==> config.mk <==
export PLATFORM = sky130hd
export DESIGN_NAME = spinet_master_flat
export DESIGN_NICKNAME = d
export VERILOG_FILES = /design/src/rtl/spinet_pkg.sv /design/src/rtl/spinet_master_if.sv /design/src/rtl/spinet_sync2.sv /design/src/rtl/spinet_master.sv /design/src/flat_wrapper.sv
export SDC_FILE = /design/constraint.sdc
export NUM_CORES = 1
export LEC_CHECK = 0
export CAP_MARGIN = 20
export CORE_MARGIN = 2
export CORE_UTILIZATION = 51
export CTS_CLUSTER_SIZE = 24
export DETAILED_ROUTE_END_ITERATION = 16
export PLACE_DENSITY_LB_ADDON = 0.1
export RECOVER_POWER = 100
export SLEW_MARGIN = 15
export SYNTH_ARGS = -nofsm -noshare
export SYNTH_HDL_FRONTEND = slang
export SYNTH_SLANG_ARGS = --single-unit
==> constraint.sdc <==
create_clock -name clk -period 2.41 [get_ports clk]
set_clock_uncertainty 0.2 [all_clocks]
set_input_delay 0.241 -clock clk [delete_from_list [all_inputs] [get_ports clk]]
set_output_delay 0.241 -clock clk [all_outputs]
set_load 0.02 [all_outputs]
==> src/rtl/spinet_pkg.sv <==
// Shared definitions for the SPInet ring master: FSM encoding and packet field positions.
package spinet_pkg;

    typedef logic [2:0] state_t;

    localparam state_t StIdle  = 3'd0;
    localparam state_t StSetup = 3'd1;
    localparam state_t StHigh  = 3'd2;
    localparam state_t StLow   = 3'd3;
    localparam state_t StHold  = 3'd4;
    localparam state_t StGap   = 3'd5;

    // FULL marks a packet that carries payload; ACK sits just below it.
    function automatic int unsigned full_pos(input int unsigned width);
        return width - 1;
    endfunction

    function automatic int unsigned ack_pos(input int unsigned width);
        return width - 2;
    endfunction

endpackage

==> src/rtl/spinet_master_if.sv <==
// Client handshake, ring-node status and SPI pins of the SPInet master.
interface spinet_master_if #(
    parameter int unsigned WIDTH = 16
) ();

    logic [WIDTH-1:0] tx_data;
    logic             tx_valid;
    logic             tx_ready;
    logic [WIDTH-1:0] rx_data;
    logic             rx_valid;
    logic             rx_ready;
    logic             node_txready;
    logic             node_rxready;
    logic             SCLK;
    logic             SS;
    logic             MOSI;
    logic             MISO;

    modport master (
        input  tx_data, tx_valid, rx_ready, node_txready, node_rxready, MISO,
        output tx_ready, rx_data, rx_valid, SCLK, SS, MOSI
    );

    modport slave (
        output tx_data, tx_valid, rx_ready, node_txready, node_rxready, MISO,
        input  tx_ready, rx_data, rx_valid, SCLK, SS, MOSI
    );

endinterface

==> src/rtl/spinet_sync2.sv <==
// Two-flop synchronizer for a single asynchronous level.
module spinet_sync2 (
    input  logic clk,
    input  logic rst_n,
    input  logic d_i,
    output logic q_o
);

    logic meta_q;
    logic sync_q;

    always_ff @(posedge clk or negedge rst_n) begin
        if (!rst_n) begin
            meta_q <= 1'b0;
            sync_q <= 1'b0;
        end else begin
            meta_q <= d_i;
            sync_q <= meta_q;
        end
    end

    assign q_o = sync_q;

endmodule

==> src/rtl/spinet_master.sv <==
// SPI master bridging a host client to a SPInet ring node: one full-duplex word per transfer,
// received words are kept only when their FULL bit is set.
module spinet_master
    import spinet_pkg::*;
#(
    parameter int unsigned WIDTH  = 16,
    parameter int unsigned CLKDIV = 4,
    parameter int unsigned GAP    = 8
) (
    input logic             clk,
    input logic             rst_n,
    spinet_master_if.master bus
);

    localparam int unsigned CntMax  = (CLKDIV > GAP) ? CLKDIV : GAP;
    localparam int unsigned CntW    = $clog2(CntMax);
    localparam int unsigned BitW    = (WIDTH > 1) ? $clog2(WIDTH) : 1;
    localparam int unsigned FullPos = full_pos(WIDTH);

    localparam logic [CntW-1:0] DivLast = CntW'(CLKDIV - 1);
    localparam logic [CntW-1:0] GapLast = CntW'(GAP - 1);

    logic txr_s;
    logic rxr_s;

    state_t           state_q, state_d;
    logic [CntW-1:0]  cnt_q, cnt_d;
    logic [BitW-1:0]  bit_q, bit_d;
    logic [WIDTH-1:0] shreg_q, shreg_d;
    logic             sclk_q, sclk_d;
    logic             ss_q, ss_d;
    logic             mosi_q, mosi_d;
    logic             tx_ready_q, tx_ready_d;
    logic [WIDTH-1:0] rx_data_q, rx_data_d;
    logic             rx_valid_q, rx_valid_d;

    logic start;
    logic last;

    spinet_sync2 u_txr_sync (
        .clk   (clk),
        .rst_n (rst_n),
        .d_i   (bus.node_txready),
        .q_o   (txr_s)
    );

    spinet_sync2 u_rxr_sync (
        .clk   (clk),
        .rst_n (rst_n),
        .d_i   (bus.node_rxready),
        .q_o   (rxr_s)
    );

    // tx_ready already folds in txr_s and rx_valid, so it gates rx-only starts as well.
    assign start = tx_ready_q && (bus.tx_valid || rxr_s);
    assign last  = (state_q == StGap) ? (cnt_q == GapLast) : (cnt_q == DivLast);

    always_comb begin
        state_d    = state_q;
        bit_d      = bit_q;
        shreg_d    = shreg_q;
        rx_data_d  = rx_data_q;
        rx_valid_d = rx_valid_q;
        cnt_d      = (state_q == StIdle || last) ? '0 : cnt_q + CntW'(1);

        if (rx_valid_q && bus.rx_ready) begin
            rx_valid_d = 1'b0;
        end

        case (state_q)
            StIdle: begin
                if (start) begin
                    state_d = StSetup;
                    bit_d   = BitW'(WIDTH - 1);
                    shreg_d = bus.tx_valid ? bus.tx_data : '0;
                end
            end
            StSetup: begin
                if (last) state_d = StHigh;
            end
            StHigh: begin
                if (last) begin
                    state_d = StLow;
                    shreg_d = {shreg_q[WIDTH-2:0], bus.MISO};
                end
            end
            StLow: begin
                if (last) begin
                    if (bit_q == '0) begin
                        state_d = StHold;
                    end else begin
                        state_d = StHigh;
                        bit_d   = bit_q - BitW'(1);
                    end
                end
            end
            StHold: begin
                if (last) begin
                    state_d = StGap;
                    if (shreg_q[FullPos]) begin
                        rx_data_d  = shreg_q;
                        rx_valid_d = 1'b1;
                    end
                end
            end
            StGap: begin
                if (last) state_d = StIdle;
            end
            default: state_d = StIdle;
        endcase

        // Pins are registered from the next state so they change glitch-free with the FSM.
        sclk_d     = (state_d == StHigh);
        ss_d       = !(state_d inside {StSetup, StHigh, StLow, StHold});
        mosi_d     = (state_d inside {StSetup, StHigh} ||
                      (state_d == StLow && bit_d != '0)) ? shreg_d[FullPos] : 1'b0;
        tx_ready_d = (state_d == StIdle) && txr_s && !rx_valid_d;
    end

    always_ff @(posedge clk or negedge rst_n) begin
        if (!rst_n) begin
            state_q    <= StIdle;
            cnt_q      <= '0;
            bit_q      <= '0;
            shreg_q    <= '0;
            sclk_q     <= 1'b0;
            ss_q       <= 1'b1;
            mosi_q     <= 1'b0;
            tx_ready_q <= 1'b0;
            rx_data_q  <= '0;
            rx_valid_q <= 1'b0;
        end else begin
            state_q    <= state_d;
            cnt_q      <= cnt_d;
            bit_q      <= bit_d;
            shreg_q    <= shreg_d;
            sclk_q     <= sclk_d;
            ss_q       <= ss_d;
            mosi_q     <= mosi_d;
            tx_ready_q <= tx_ready_d;
            rx_data_q  <= rx_data_d;
            rx_valid_q <= rx_valid_d;
        end
    end

    assign bus.SCLK     = sclk_q;
    assign bus.SS       = ss_q;
    assign bus.MOSI     = mosi_q;
    assign bus.tx_ready = tx_ready_q;
    assign bus.rx_data  = rx_data_q;
    assign bus.rx_valid = rx_valid_q;

endmodule

==> src/flat_wrapper.sv <==
// flat-port wrapper written by rule: the top's interface ports become plain ports
module spinet_master_flat import spinet_pkg::*;
#(
    parameter int unsigned WIDTH  = 16,
    parameter int unsigned CLKDIV = 4,
    parameter int unsigned GAP    = 8
)
  (clk, rst_n, bus_tx_data, bus_tx_valid, bus_rx_ready, bus_node_txready, bus_node_rxready, bus_MISO, bus_tx_ready, bus_rx_data, bus_rx_valid, bus_SCLK, bus_SS, bus_MOSI);
  spinet_master_if #(.WIDTH(WIDTH)) bus_i ();
  input logic clk;
  input logic rst_n;
  input wire logic [$bits(bus_i.tx_data)-1:0] bus_tx_data;
  input wire logic [$bits(bus_i.tx_valid)-1:0] bus_tx_valid;
  input wire logic [$bits(bus_i.rx_ready)-1:0] bus_rx_ready;
  input wire logic [$bits(bus_i.node_txready)-1:0] bus_node_txready;
  input wire logic [$bits(bus_i.node_rxready)-1:0] bus_node_rxready;
  input wire logic [$bits(bus_i.MISO)-1:0] bus_MISO;
  output wire logic [$bits(bus_i.tx_ready)-1:0] bus_tx_ready;
  output wire logic [$bits(bus_i.rx_data)-1:0] bus_rx_data;
  output wire logic [$bits(bus_i.rx_valid)-1:0] bus_rx_valid;
  output wire logic [$bits(bus_i.SCLK)-1:0] bus_SCLK;
  output wire logic [$bits(bus_i.SS)-1:0] bus_SS;
  output wire logic [$bits(bus_i.MOSI)-1:0] bus_MOSI;
  assign bus_i.tx_data = bus_tx_data;
  assign bus_i.tx_valid = bus_tx_valid;
  assign bus_i.rx_ready = bus_rx_ready;
  assign bus_i.node_txready = bus_node_txready;
  assign bus_i.node_rxready = bus_node_rxready;
  assign bus_i.MISO = bus_MISO;
  assign bus_tx_ready = bus_i.tx_ready;
  assign bus_rx_data = bus_i.rx_data;
  assign bus_rx_valid = bus_i.rx_valid;
  assign bus_SCLK = bus_i.SCLK;
  assign bus_SS = bus_i.SS;
  assign bus_MOSI = bus_i.MOSI;
  spinet_master #(.WIDTH(WIDTH), .CLKDIV(CLKDIV), .GAP(GAP)) u_core (.clk(clk), .rst_n(rst_n), .bus(bus_i));
endmodule
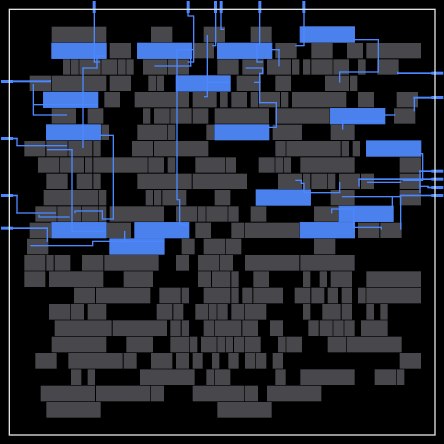
port_trees.png
Scale: 6 px per um.
Key: blue = `bus_rx_data` [bits 16, direction output, edge 6 north, 6 east, 4 west, end cells 16, buffers 16, wire 396 um]

==> impl_metrics.tcl <==
# collected from the flow reports
set metrics [dict create \
    die_height_um 70.7 \
    core-area_um2 4320 \
    lay_top_count "dfrtp_1" \
    ys.flops 51 \
    hold_violations 0 \
    grt_use_total_pct 19.5 \
    leakagePower_uw 0.00135 \
    finalWorstSetupSlack_ps 273 \
    finalSetupViolCount 0 \
    met3_usage_pct 5.56 \
    timing.rr.start "u_core.cnt_q[0]$_DFF_PN0_" \
    period_used_pct 88.7 \
    whs_ps 158 \
    ys_sh_aoi_pct 12.5 \
    tns_ps 0 \
    finalPower_uw 2430 \
    syn-cell-area_um2 2270 \
    dp_cells 292 \
    drt-wirelength-per-cell_um 15.2 \
    hold_depth 0 \
    grt_pass1_wl_mm 7.71 \
    nets 273 \
    ios 44 \
    drt-total-wl_mm 4.57 \
    port_buffers 43 \
    relSlewSlack_pct 12.9 \
    cap_violations 0 \
    finalWeightedCongestion 0.950 \
    lay_top_cells "dfrtp_1, nand2_1, dlygate4sd3_1" \
    layout.cells.non_filler 301 \
    flop_area_um2 1280 \
    yosys.area_share.adder_pct 1.10 \
    die_x_um 70.7 \
    dr_wl_met2_mm 2.13 \
    die_area_um2 5000 \
    num_vias 1664 \
    first_iter_violations 108 \
    clockBufferDepth 2 \
    final_max_slew_viol_count 0 \
    simple_gate_share_pct 16.6 \
    ir_worst_vdd_v 0.000386 \
    cts_hold_buf 1 \
    antenna_left 0 \
    layout-drive-gt1-share_pct 14.1 \
    cp-end-kind "flop" \
    rows 24 \
    synth.area.mux_share_pct 8.32 \
    timing.rr.end "u_core.bus.rx_data[10]$_DFFE_PN0P_" \
    antenna_found_initial 0 \
    max_freq_mhz 468 \
    warnings 26 \
    grt_pass1_vias 1607 \
    crit_required_ps 2400 \
    cts_made_buffers 5 \
    top_layer "met4" \
    rsz0062_at_grt "no" \
    async_flop_share_pct 100 \
    ys.flop_type "dfrtp_1" \
    final_util_pct 65.1 \
    met2_usage_pct 30.5 \
    ctsRootBufferMaster "clkbuf_8" \
    drtPass1Iterations 6 \
    path_class "reg -> reg" \
    drc 0 \
    grt_overflow 0 \
    dp_hpwl_mm 3.33 \
    tightest_slew_ps 1310 \
    holdCritStartpoint "u_core.u_rxr_sync.meta_q$_DFF_PN0_" \
    worstSetupStartpoint "u_core.cnt_q[0]$_DFF_PN0_" \
    endpoint "u_core.bus.rx_data[10]$_DFFE_PN0P_" \
    yosysWarningCount 0 \
    syn_inst 201 \
    stdcell_area_um2 2810 \
    pre_cts_slack_ps 272 \
    ys_cells 201 \
    dpl_cell_area_um2 2740 \
    edf_count 0 \
    drt-met1-wl_mm 2.12 \
    vias_per_cell 5.53 \
    cts-resized-gates 0 \
    syn2layout_area_growth_pct 24.0 \
    fillers 334 \
    synth.distinct_cells 42 \
    syn_nets 226 \
    met3_length_um 258 \
    htree_levels 2 \
    path_max_fanout 17 \
    start_kind "flop" \
    synthTopLogicFamily "simple AND/OR/NAND/NOR gates" \
    reg2reg_depth 5 \
    xor_share_pct 0.386 \
    min_path_type "reg -> reg" \
    pwr_density_cell_nw_per_um2 863 \
    arrival_ps 2130 \
    hold_path_end "u_core.u_rxr_sync.q_o$_DFF_PN0_" \
    path_clk_slew_ps 90 \
    comb_area_um2 877 \
    use_met1_pct 27.5 \
    antenna_cells 0 \
    initial_core_util_pct 52.5 \
    fin_crit_ps 2140 \
    status "finished clean" \
    grt_max_degree 26 \
    ys_area_um2 2270 \
    grt-busiest-layer "met2" \
    syn_area_per_cell_um2 11.3 \
    ys_seq_share_pct 56.3 \
    regToRegSetupSlack_ps 270 \
    cts_tree "done" \
    cts_setup_buffers 0 \
]
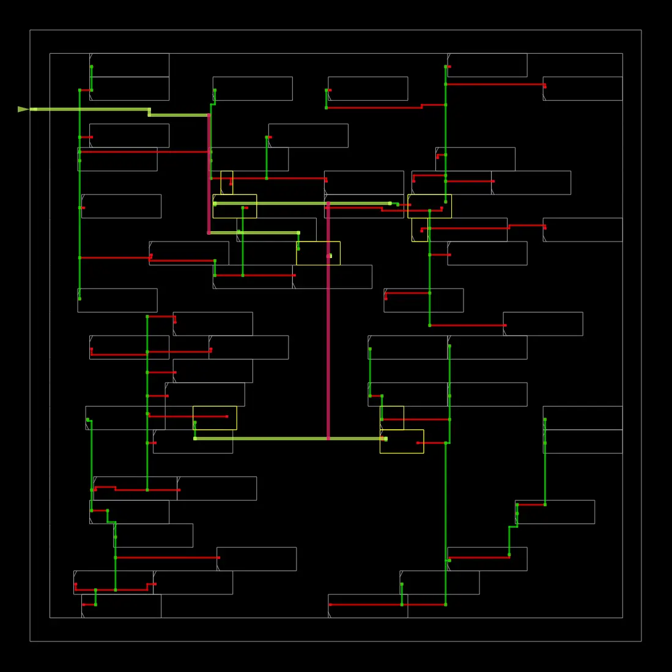
clock_nets.png
clk_buf instances: 6
flip-flops: 51
Clock group: 475 uW
Worst-Skew Late Latency: 300 ps
Sink Count: 51

-- cell type report --
type | count | area share, %
Clock inverter | 2 | 0.445
Timing Repair Buffer | 51 | 16.9
Sequential cell | 51 | 45.4
Tap cell | 52 | 2.31
Clock buffer | 6 | 2.58
Multi-Input combinational cell | 130 | 31.2
Inverter | 9 | 1.20
-- registers in the layout, summed over array words and instances, names as in the netlist --
name,count
u_core.bus.rx_data,16
u_core.shreg_q,16
u_core.bit_q,4
u_core.cnt_q,3
u_core.state_q,3
u_core.bus.MOSI,1
u_core.bus.SCLK,1
u_core.bus.SS,1
u_core.bus.rx_valid,1
u_core.bus.tx_ready,1
u_core.u_rxr_sync.meta_q,1
u_core.u_rxr_sync.q_o,1
u_core.u_txr_sync.meta_q,1
u_core.u_txr_sync.q_o,1
-- synthesized netlist by cell type, types with 2 or more instances --
cell,count,area [um^2]
nand2b_1,3,18.8
nor2b_1,5,31.3
nand2_1,35,131
inv_1,9,33.8
buf_2,4,20.0
buf_6,2,22.5
nor3_1,3,15.0
o311ai_0,2,17.5
a21oi_1,5,25.0
and2_1,3,18.8
nand3_1,4,20.0
o21ai_0,6,30.0
buf_4,4,30.0
mux2i_1,2,20.0
a22oi_1,15,113
nor3b_1,2,15.0
a21o_1,2,15.0
mux2_2,15,169
nor2_1,5,18.8
a21boi_0,2,15.0
or2_2,2,12.5
ha_1,2,25.0
dfrtp_1,50,1250
-- critical path, stage by stage (launching register included) --
cell and delay [ps]:
dfrtp_1 360, ha_1 360, nor3b_2 300, and3_1 190, buf_4 250, mux2_2 370
-- power breakdown --
group	switching, uW	internal [uW]
sequential	201	1080
combinational	346	330
clock	271	203
total	818	1610
Power and IR drop assume default switching activity.
